Figure 1. Wiring by layer (run 1).
Scale: 1.5 px per um.
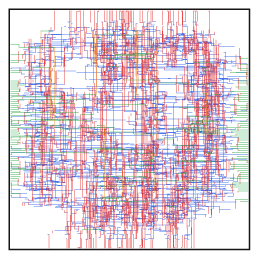
Figure 2. Sequential cells grouped by signal name (run 1).
Scale: 1.5 px per um.
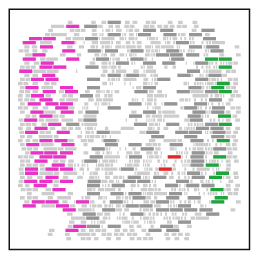
Figure 3. Metal 3 (run 1).
Scale: 1.5 px per um. Cells faint in the background.
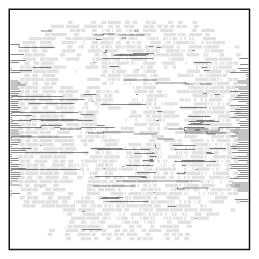
==> config.mk <==
export PLATFORM = sky130hd
export DESIGN_NAME = div4_vector_seq
export DESIGN_NICKNAME = d
export VERILOG_FILES = /design/src/rtl/div4_vector_seq.sv
export SDC_FILE = /design/constraint.sdc
export NUM_CORES = 1
export LEC_CHECK = 0
export CORE_MARGIN = 5
export CORE_UTILIZATION = 45
export DETAILED_ROUTE_END_ITERATION = 7
export GPL_TIMING_DRIVEN = 0
export HOLD_SLACK_MARGIN = 0.03
export PLACE_DENSITY = 0.76
export SYNTH_ARGS = -nofsm -noshare
export SYNTH_HDL_FRONTEND = slang
export SYNTH_SLANG_ARGS = --single-unit
==> constraint.sdc <==
create_clock -name clk -period 9.2 [get_ports clk]
set_clock_uncertainty 0.15 [all_clocks]
set_input_delay 1.84 -clock clk [delete_from_list [all_inputs] [get_ports clk]]
set_output_delay 1.84 -clock clk [all_outputs]
set_load 0.005 [all_outputs]
==> src/rtl/div4_vector_seq.sv <==
// div4_vector_seq: W independent lanes of 4-bit / 2-bit unsigned restoring division.
// Latency: out_valid rises 4 cycles after the accepting edge (one quotient bit per cycle, MSB first).
// Backpressure: results are held in DONE until out_ready; in_ready is high only in IDLE,
//   so a new operand set is never taken on the result-handoff edge.
//
// Ports:
//   clk, rst                    clock and asynchronous active-high reset
//   in_valid / in_ready         operand handshake
//   n3..n0 [W]                  dividend bit-planes, lane i = {n3[i],n2[i],n1[i],n0[i]}
//   d1, d0 [W]                  divisor bit-planes, lane i = {d1[i],d0[i]}
//   out_valid / out_ready       result handshake
//   q3..q0 [W], r1, r0 [W]      quotient and remainder bit-planes
//   dz [W]                      per-lane divide-by-zero flag
//
// Build option DIV4_ZERO_SAT_EN: when defined, divide-by-zero lanes report q = 1111 and
// r = low two dividend bits; when undefined they report q = 0000 and r = 00.

module div4_vector_seq #(
    parameter int W = 16
) (
    input  logic         clk,
    input  logic         rst,
    input  logic         in_valid,
    output logic         in_ready,
    input  logic [W-1:0] n3,
    input  logic [W-1:0] n2,
    input  logic [W-1:0] n1,
    input  logic [W-1:0] n0,
    input  logic [W-1:0] d1,
    input  logic [W-1:0] d0,
    output logic         out_valid,
    input  logic         out_ready,
    output logic [W-1:0] q3,
    output logic [W-1:0] q2,
    output logic [W-1:0] q1,
    output logic [W-1:0] q0,
    output logic [W-1:0] r1,
    output logic [W-1:0] r0,
    output logic [W-1:0] dz
);

    typedef enum logic [1:0] {
        IDLE = 2'd0,
        RUN  = 2'd1,
        DONE = 2'd2
    } state_t;

    state_t       state_q;
    logic [1:0]   cnt_q;          // index of the dividend bit consumed this cycle
    logic [W-1:0] n_q [4];        // captured dividend planes, n_q[k] = n_k
    logic [W-1:0] d1_q;
    logic [W-1:0] d0_q;
    logic [W-1:0] rem1_q;
    logic [W-1:0] rem0_q;
    logic [W-1:0] quo_q [4];      // quotient planes, quo_q[k] = q_k
    logic [W-1:0] dz_q;

    // One restoring step for every lane in parallel.
    logic [W-1:0] nbit_d;
    logic [W-1:0] qbit_d;
    logic [W-1:0] rem1_d;
    logic [W-1:0] rem0_d;
    logic [W-1:0] zero_w;
    logic [W-1:0] keep_w;
    logic [2:0]   part;
    logic [2:0]   divs;
    logic [1:0]   nxt;

    assign zero_w = ~(d1_q | d0_q);

    // Lanes whose results survive the final step. With saturation enabled, a zero divisor
    // naturally yields q = 1111 and r = {n1,n0} from the restoring recurrence, so nothing
    // needs masking; otherwise those lanes are forced to zero.
`ifdef DIV4_ZERO_SAT_EN
    assign keep_w = '1;
`else
    assign keep_w = ~zero_w;
`endif

    always_comb begin
        nbit_d = n_q[cnt_q];
        qbit_d = '0;
        rem1_d = '0;
        rem0_d = '0;
        part   = '0;
        divs   = '0;
        nxt    = '0;
        for (int i = 0; i < W; i++) begin
            part = {rem1_q[i], rem0_q[i], nbit_d[i]};
            divs = {1'b0, d1_q[i], d0_q[i]};
            if (part >= divs) begin
                // Fits in 2 bits for any nonzero divisor; for a zero divisor the dropped
                // MSB is exactly the bit shifted out of the saturating remainder.
                nxt       = 2'(part - divs);
                qbit_d[i] = 1'b1;
            end else begin
                nxt       = part[1:0];
                qbit_d[i] = 1'b0;
            end
            rem1_d[i] = nxt[1];
            rem0_d[i] = nxt[0];
        end
    end

    always_ff @(posedge clk or posedge rst) begin
        if (rst) begin
            state_q <= IDLE;
            cnt_q   <= 2'd0;
            d1_q    <= '0;
            d0_q    <= '0;
            rem1_q  <= '0;
            rem0_q  <= '0;
            dz_q    <= '0;
            for (int k = 0; k < 4; k++) begin
                n_q[k]   <= '0;
                quo_q[k] <= '0;
            end
        end else begin
            case (state_q)
                IDLE: begin
                    if (in_valid) begin
                        n_q[3] <= n3;
                        n_q[2] <= n2;
                        n_q[1] <= n1;
                        n_q[0] <= n0;
                        d1_q   <= d1;
                        d0_q   <= d0;
                        rem1_q <= '0;
                        rem0_q <= '0;
                        dz_q   <= '0;
                        for (int k = 0; k < 4; k++) begin
                            quo_q[k] <= '0;
                        end
                        cnt_q   <= 2'd3;
                        state_q <= RUN;
                    end
                end
                RUN: begin
                    cnt_q <= cnt_q - 2'd1;
                    if (cnt_q == 2'd0) begin
                        // Last step: apply the divide-by-zero policy as results are finalised.
                        for (int k = 1; k < 4; k++) begin
                            quo_q[k] <= quo_q[k] & keep_w;
                        end
                        quo_q[0] <= qbit_d & keep_w;
                        rem1_q   <= rem1_d & keep_w;
                        rem0_q   <= rem0_d & keep_w;
                        dz_q     <= zero_w;
                        state_q  <= DONE;
                    end else begin
                        quo_q[cnt_q] <= qbit_d;
                        rem1_q       <= rem1_d;
                        rem0_q       <= rem0_d;
                    end
                end
                DONE: begin
                    if (out_ready) begin
                        state_q <= IDLE;
                    end
                end
                default: state_q <= IDLE;
            endcase
        end
    end

    assign in_ready  = (state_q == IDLE);
    assign out_valid = (state_q == DONE);
    assign q3        = quo_q[3];
    assign q2        = quo_q[2];
    assign q1        = quo_q[1];
    assign q0        = quo_q[0];
    assign r1        = rem1_q;
    assign r0        = rem0_q;
    assign dz        = dz_q;

endmodule
==> deck_impl_summary.md, run 1 <==
Synthesis and Place & Route Summary

Final timing
  • Fin Hold WS: 0.330 ns
  • Final Critical Period: 3.78 ns
  • Final hold violations: 0
  • RSZ-0062 raised after global routing: false
  • Achievable frequency: 264 MHz

Layout
  • Ant. Diodes: 0
  • Flip-flop and latch area: 5310 sq um
  • Post-route cell area: 13300 sq um
  • Number of flip-flops in the largest register: 64
  • Register name with the most flops: n_q
  • Dominant logic cell types in the final layout: clkdlybuf4s50_1, dfrtp_1, o21ai_0, nand2_1, mux2_2
  • Layout area overhead: 33.2%
  • Layout cell share with drive strength beyond 1: 15.8%

Worst setup path
  • Worst r2r path cells: 8
  • Cell Chain, Critical Path: buf_2 -> nand2b_1 -> inv_1 -> clkdlybuf4s50_1
  • Start point of the critical path: state_q[0]
  • Crit path largest cell delay: 0.50 ns
  • Critical path depth in cells: 4

Synthesis
  • Main flop type: dfrtp_1
  • Yosys Instances: 863
  • Top-area cell share: 53.0%
  • Ao+oa area frac: 14.5%
  • Most frequent cells after synthesis: dfrtp_1, o21ai_0, nand2_1, mux2_2, ha_1
  • Top-count cell post-synth: dfrtp_1
  • Synth cell types: 40
  • Syn avg cell area: 11.6 sq um

Placed design
  • Pre-CTS WS: 5.30 ns

Global route
  • GR peak layer: met2
  • Vias in the first global route: 8028
  • GR Util met1: 29.5%

CTS
  • Clock Sinks: 212
  • CTS root buffer: clkbuf_16
  • H-tree Lvls: 1

Floorplan
  • Number of I/O pins: 214
  • Floorplan core density: 45.7%
  • Row cnt: 54

Min path
  • Hold depth: 2

Job
  • Maxcap violations: 0

Power and ir drop
  • Cell Pwr Density: 393 nW/um^2

Detailed routing
  • Initial DRC Count: 345
  • Post-Route M1 WL: 11.8 mm

Outcome
  • Status: finished, final reports clean
Back to the opening pictures, Figure 1:
legend:
  M3:
    color: green
    wire_length: 2250 um
  M1:
    color: blue
    wire_length: 11800 um
  M4:
    color: orange
    wire_length: 559 um
  M2:
    color: red
    wire_length: 13100 um

Back to the opening pictures, Figure 2:
legend:
  `dz`:
    color: green
    flops: 16
  `state_q`:
    color: red
    flops: 2
  `n_q`:
    color: magenta
    flops: 64
    where: a column on the left

Back to the opening pictures, Figure 3:
wire length on this layer: 2250 um
nets with wire on the layer: 181
longest straight run: 56.1 um
share of all routed wire: 8.1%

==> run 1: worst min-delay path, stage by stage, from the launching register on <==
cell and delay [ns]:
dfrtp_1 0.34, nand2_1 0.05, o31ai_1 0.05
==> run 1: cell type report <==
cell class | count | share of cell area, %
flip-flops and latches | 212 | 39.8
multi-input cells | 573 | 32.5
repair buffers | 214 | 16.2
inverters | 36 | 1.07
clock inverters | 11 | 1.22
plain buffers | 42 | 1.79
clock buffers | 29 | 4.86
well taps | 280 | 2.63
==> run 1: power breakdown <==
part | switching (mW) | leakage [nW] | internal, mW
Combinational | 1.38 | 2.67 | 1.30
Clock | 0.377 | 0.405 | 0.609
Sequential | 0.253 | 2.66 | 1.33
--- run 2 (diff from run 1) ---
--- a/config.mk
+++ b/config.mk
@@ -10,7 +10,7 @@
 export DETAILED_ROUTE_END_ITERATION = 7
 export GPL_TIMING_DRIVEN = 0
 export HOLD_SLACK_MARGIN = 0.03
-export PLACE_DENSITY = 0.76
+export PLACE_DENSITY = 0.79
 export SYNTH_ARGS = -nofsm -noshare
 export SYNTH_HDL_FRONTEND = slang
 export SYNTH_SLANG_ARGS = --single-unit
==> constraint.sdc (replaced) <==
create_clock -name clk -period 3.2 [get_ports clk]
set_clock_uncertainty 0.15 [all_clocks]
set_input_delay 0.64 -clock clk [delete_from_list [all_inputs] [get_ports clk]]
set_output_delay 0.64 -clock clk [all_outputs]
set_load 0.005 [all_outputs]
Figure 4. Clock wires, drivers and flops (run 2).
Scale: 2 px per um.
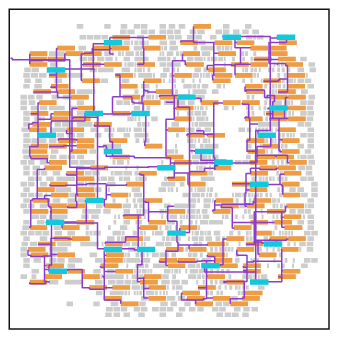
legend:
  clock wires:
    color: purple
    length: 2730 um
  flip-flops:
    color: orange
    count: 212
  clock-net drivers:
    color: cyan
    count: 24
flops lie: widely spread

Figure 5. Track usage over the die (run 2).
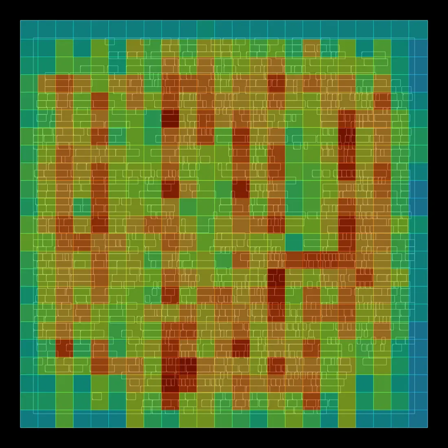
total global-route track usage: 22.0%
GR Util met1: 29.3%
per-cell routed wire length: 20.3 um
Final Util: 61.3%
M3 GR Usage: 5.07%

==> run 2 against run 1 <==
  * Sequential cell count stayed put
  * Count of clock-buffer cells in the layout is 7 higher
  * Clock power went up to 2.9 times the previous value
  * Worst hold slack worse by 0.0011 ns
  * Area after synthesis stayed put
  * Synthesized cell count stayed put
  * Wire length is 2.4% higher
  * Design area is 0.65% higher
  * Via count is 0.66% higher
  * Critical endpoint is now r1[14]
==> deck_impl_summary.md, run 2 <==
Synthesis and Place & Route Summary

Job
  • Maxcap violations: 0

Final timing
  • Final Critical Period: 3.04 ns
  • Slew Limit Fails: 0
  • Final hold violations: 0
  • RSZ-0062 raised after global routing: false

Layout
  • Dominant logic cell types in the final layout: clkdlybuf4s50_1, dfrtp_1, o21ai_0, nand2_1, mux2_2
  • Seq cells: 212
  • Layout clock area frac: 6.10%
  • Dominant class by area: flip-flops and latches
  • Seq area share: 39.5%
  • Number of flip-flops in the largest register: 64
  • Clock buf count: 36
  • Non-clk bufs: 260
  • Combinational gates: 573
  • Flip-flop and latch area: 5310 sq um
  • Layout cell share with drive strength beyond 1: 15.9%
  • Register name with the most flops: n_q

Synthesis
  • Ao+oa area frac: 14.5%
  • Most frequent cells after synthesis: dfrtp_1, o21ai_0, nand2_1, mux2_2, ha_1
  • Yosys Instances: 863
  • Top-area cell share: 53.0%
  • Main flop type: dfrtp_1
  • Top-count cell post-synth: dfrtp_1
  • Syn avg cell area: 11.6 sq um
  • Synth cell types: 40

Worst setup path
  • Worst r2r path cells: 8
  • Start point of the critical path: cnt_q[0]
  • Crit path largest cell delay: 0.61 ns
  • Cell Chain, Critical Path: buf_6 -> mux4_1 -> inv_1 -> ha_1 -> nand2b_1 -> a211oi_4 -> mux2_2 -> a32o_1

Floorplan
  • Row cnt: 54
  • Inserted tap cell count: 280
  • Floorplan core density: 45.7%
  • Number of I/O pins: 214

Power and ir drop
  • Int Pwr: 9.35 mW
  • Cell Pwr Density: 1130 nW/um^2
  • P_seq: 4.57 mW
  • Clk power: 2.85 mW
  • Clock power frac: 18.7%
  • Reg power frac: 30.0%
  • Switching Share: 38.6%
  • Comb pwr share: 51.2%

Outcome
  • Status: finished, final reports clean

CTS
  • H-tree Lvls: 1
  • Cts hold-fix bufs: 0
  • CTS root buffer: clkbuf_16
  • Clock Sinks: 212

Detailed routing
  • Initial DRC Count: 408

Min path
  • Hold depth: 2

Global route
  • Vias in the first global route: 8189
==> run 2: metrics by stage <==
stage / setup slack, ns / instance area (sq um) / cells
CTS: 0.0484 / 13400 / 1404
global route: 0.0285 / 13400 / 1404
finish: 0.158 / 13400 / 1404
global placement: -2.01 / 12500 / 1356
floorplan: -0.346 / 10000 / 863
detailed placement: 0.0662 / 12600 / 1361
==> run 2: per-layer routing <==
layer | GRT usage, % | part of all wire, % | vias up
li1 | - | - | 3556
met1 | 29.3 | 42 | 3856
met2 | 36.4 | 48 | 298
met3 | 5.07 | 8.0 | 45
met4 | 6.09 | 2.3 | 0
met5 | 0 | 0 | -
==> run 2: timing repair <==
| action | in CTS | in global routing |
|---|---|---|
| resized | 0 | 5 |
| setup endpoints to repair | 0 | 25 |
| buffers inserted | 0 | 0 |
--- run 3 (diff from run 2) ---
--- a/config.mk
+++ b/config.mk
@@ -10,7 +10,7 @@
 export DETAILED_ROUTE_END_ITERATION = 7
 export GPL_TIMING_DRIVEN = 0
 export HOLD_SLACK_MARGIN = 0.03
-export PLACE_DENSITY = 0.79
+export PLACE_DENSITY = 0.76
 export SYNTH_ARGS = -nofsm -noshare
 export SYNTH_HDL_FRONTEND = slang
 export SYNTH_SLANG_ARGS = --single-unit
==> constraint.sdc (replaced) <==
create_clock -name clk -period 3.9 [get_ports clk]
set_clock_uncertainty 0.15 [all_clocks]
set_input_delay 0.78 -clock clk [delete_from_list [all_inputs] [get_ports clk]]
set_output_delay 0.78 -clock clk [all_outputs]
set_load 0.005 [all_outputs]
Figure 6. Metal 3 (run 3).
Scale: 1.5 px per um. Cells faint in the background.
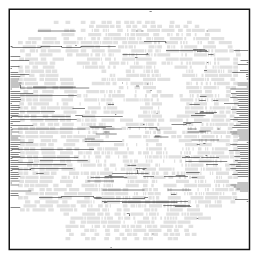
wire length on this layer: 2230 um
longest straight run: 57.0 um

Figure 7. Wiring by layer (run 3).
Scale: 1.5 px per um.
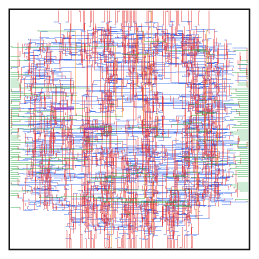
legend:
  M1:
    color: blue
    wire_length: 12100 um
  M4:
    color: orange
    wire_length: 574 um
  M3:
    color: green
    wire_length: 2230 um
  M2:
    color: red
    wire_length: 13100 um
  M5:
    color: purple
    wire_length: 23.9 um

==> run 3 against run 2 <==
  * Sequential cell count unchanged
  * Die size unchanged
  * Design area about the same
  * Wire length down 1.5%
  * First-iteration DRC count down 2.0%
  * Global-route usage down 0.30 points
  * Combinational power down 19%
  * Sequential share of layout area about the same
  * Via count down 0.19%
  * Worst hold slack worse by 0.0022 ns
  * Area after synthesis unchanged
==> deck_impl_summary.md, run 3 <==
Synthesis and Place & Route Summary

Global route
  • Total global-route track usage: 21.7%
  • M3 GR Usage: 5.93%

Layout
  • Seq cells: 212
  • Layout cell share with drive strength beyond 1: 16.4%
  • Layout area overhead: 34.2%
  • Logic share of the area: 32.2%

Outcome
  • Status: finished, final reports clean

Final timing
  • Fin Hold WS: 0.327 ns

Worst setup path
  • Critical path depth in cells: 9
  • Crit path largest cell delay: 0.72 ns
  • Cell Chain, Critical Path: buf_2 -> buf_2 -> inv_1 -> ha_1 -> nand2b_1 -> o21ai_0 -> clkbuf_1 -> o21ai_0 -> o21ai_0

Floorplan
  • Number of I/O pins: 214

Synthesis
  • Top-count cell post-synth: dfrtp_1
  • Top-area cell share: 53.0%
  • Main flop type: dfrtp_1
  • Most frequent cells after synthesis: dfrtp_1, o21ai_0, nand2_1, mux2_2, ha_1

Min path
  • Hold depth: 2

Power and ir drop
  • Reg power frac: 30.1%

CTS
  • Post-CTS resize count: 0

Detailed routing
  • Per-cell routed wire length: 19.9 um
==> run 3: cell types whose count changed in the layout (fill, tap and decap cells not counted), sizes merged <==
| cell | previous run | this run |
|---|---|---|
| clkinvlp | 2 | 4 |
| clkbuf | 54 | 49 |
| clkinv | 3 | 7 |
==> run 3: routing by layer <==
metal | vias to the layer above | wire [um]
li1 | 3567 | -
met1 | 3845 | 12100
met2 | 284 | 13100
met3 | 40 | 2230
met4 | 4 | 574
met5 | - | 23
==> run 3: kinds of logic after synthesis <==
family                   after synthesis  synth area share, %
buffers and inverters                 78                 3.74
multiplexers                         127                 16.0
XOR/XNOR                               1               0.0875
AND/OR/NAND/NOR                      190                 8.20
AND-OR/OR-AND                        219                 14.5
adder cells (fa/ha/maj)               36                 4.50
flip-flops                           212                 53.0
No activity file was given, so power comes from the tool's default toggle rates.
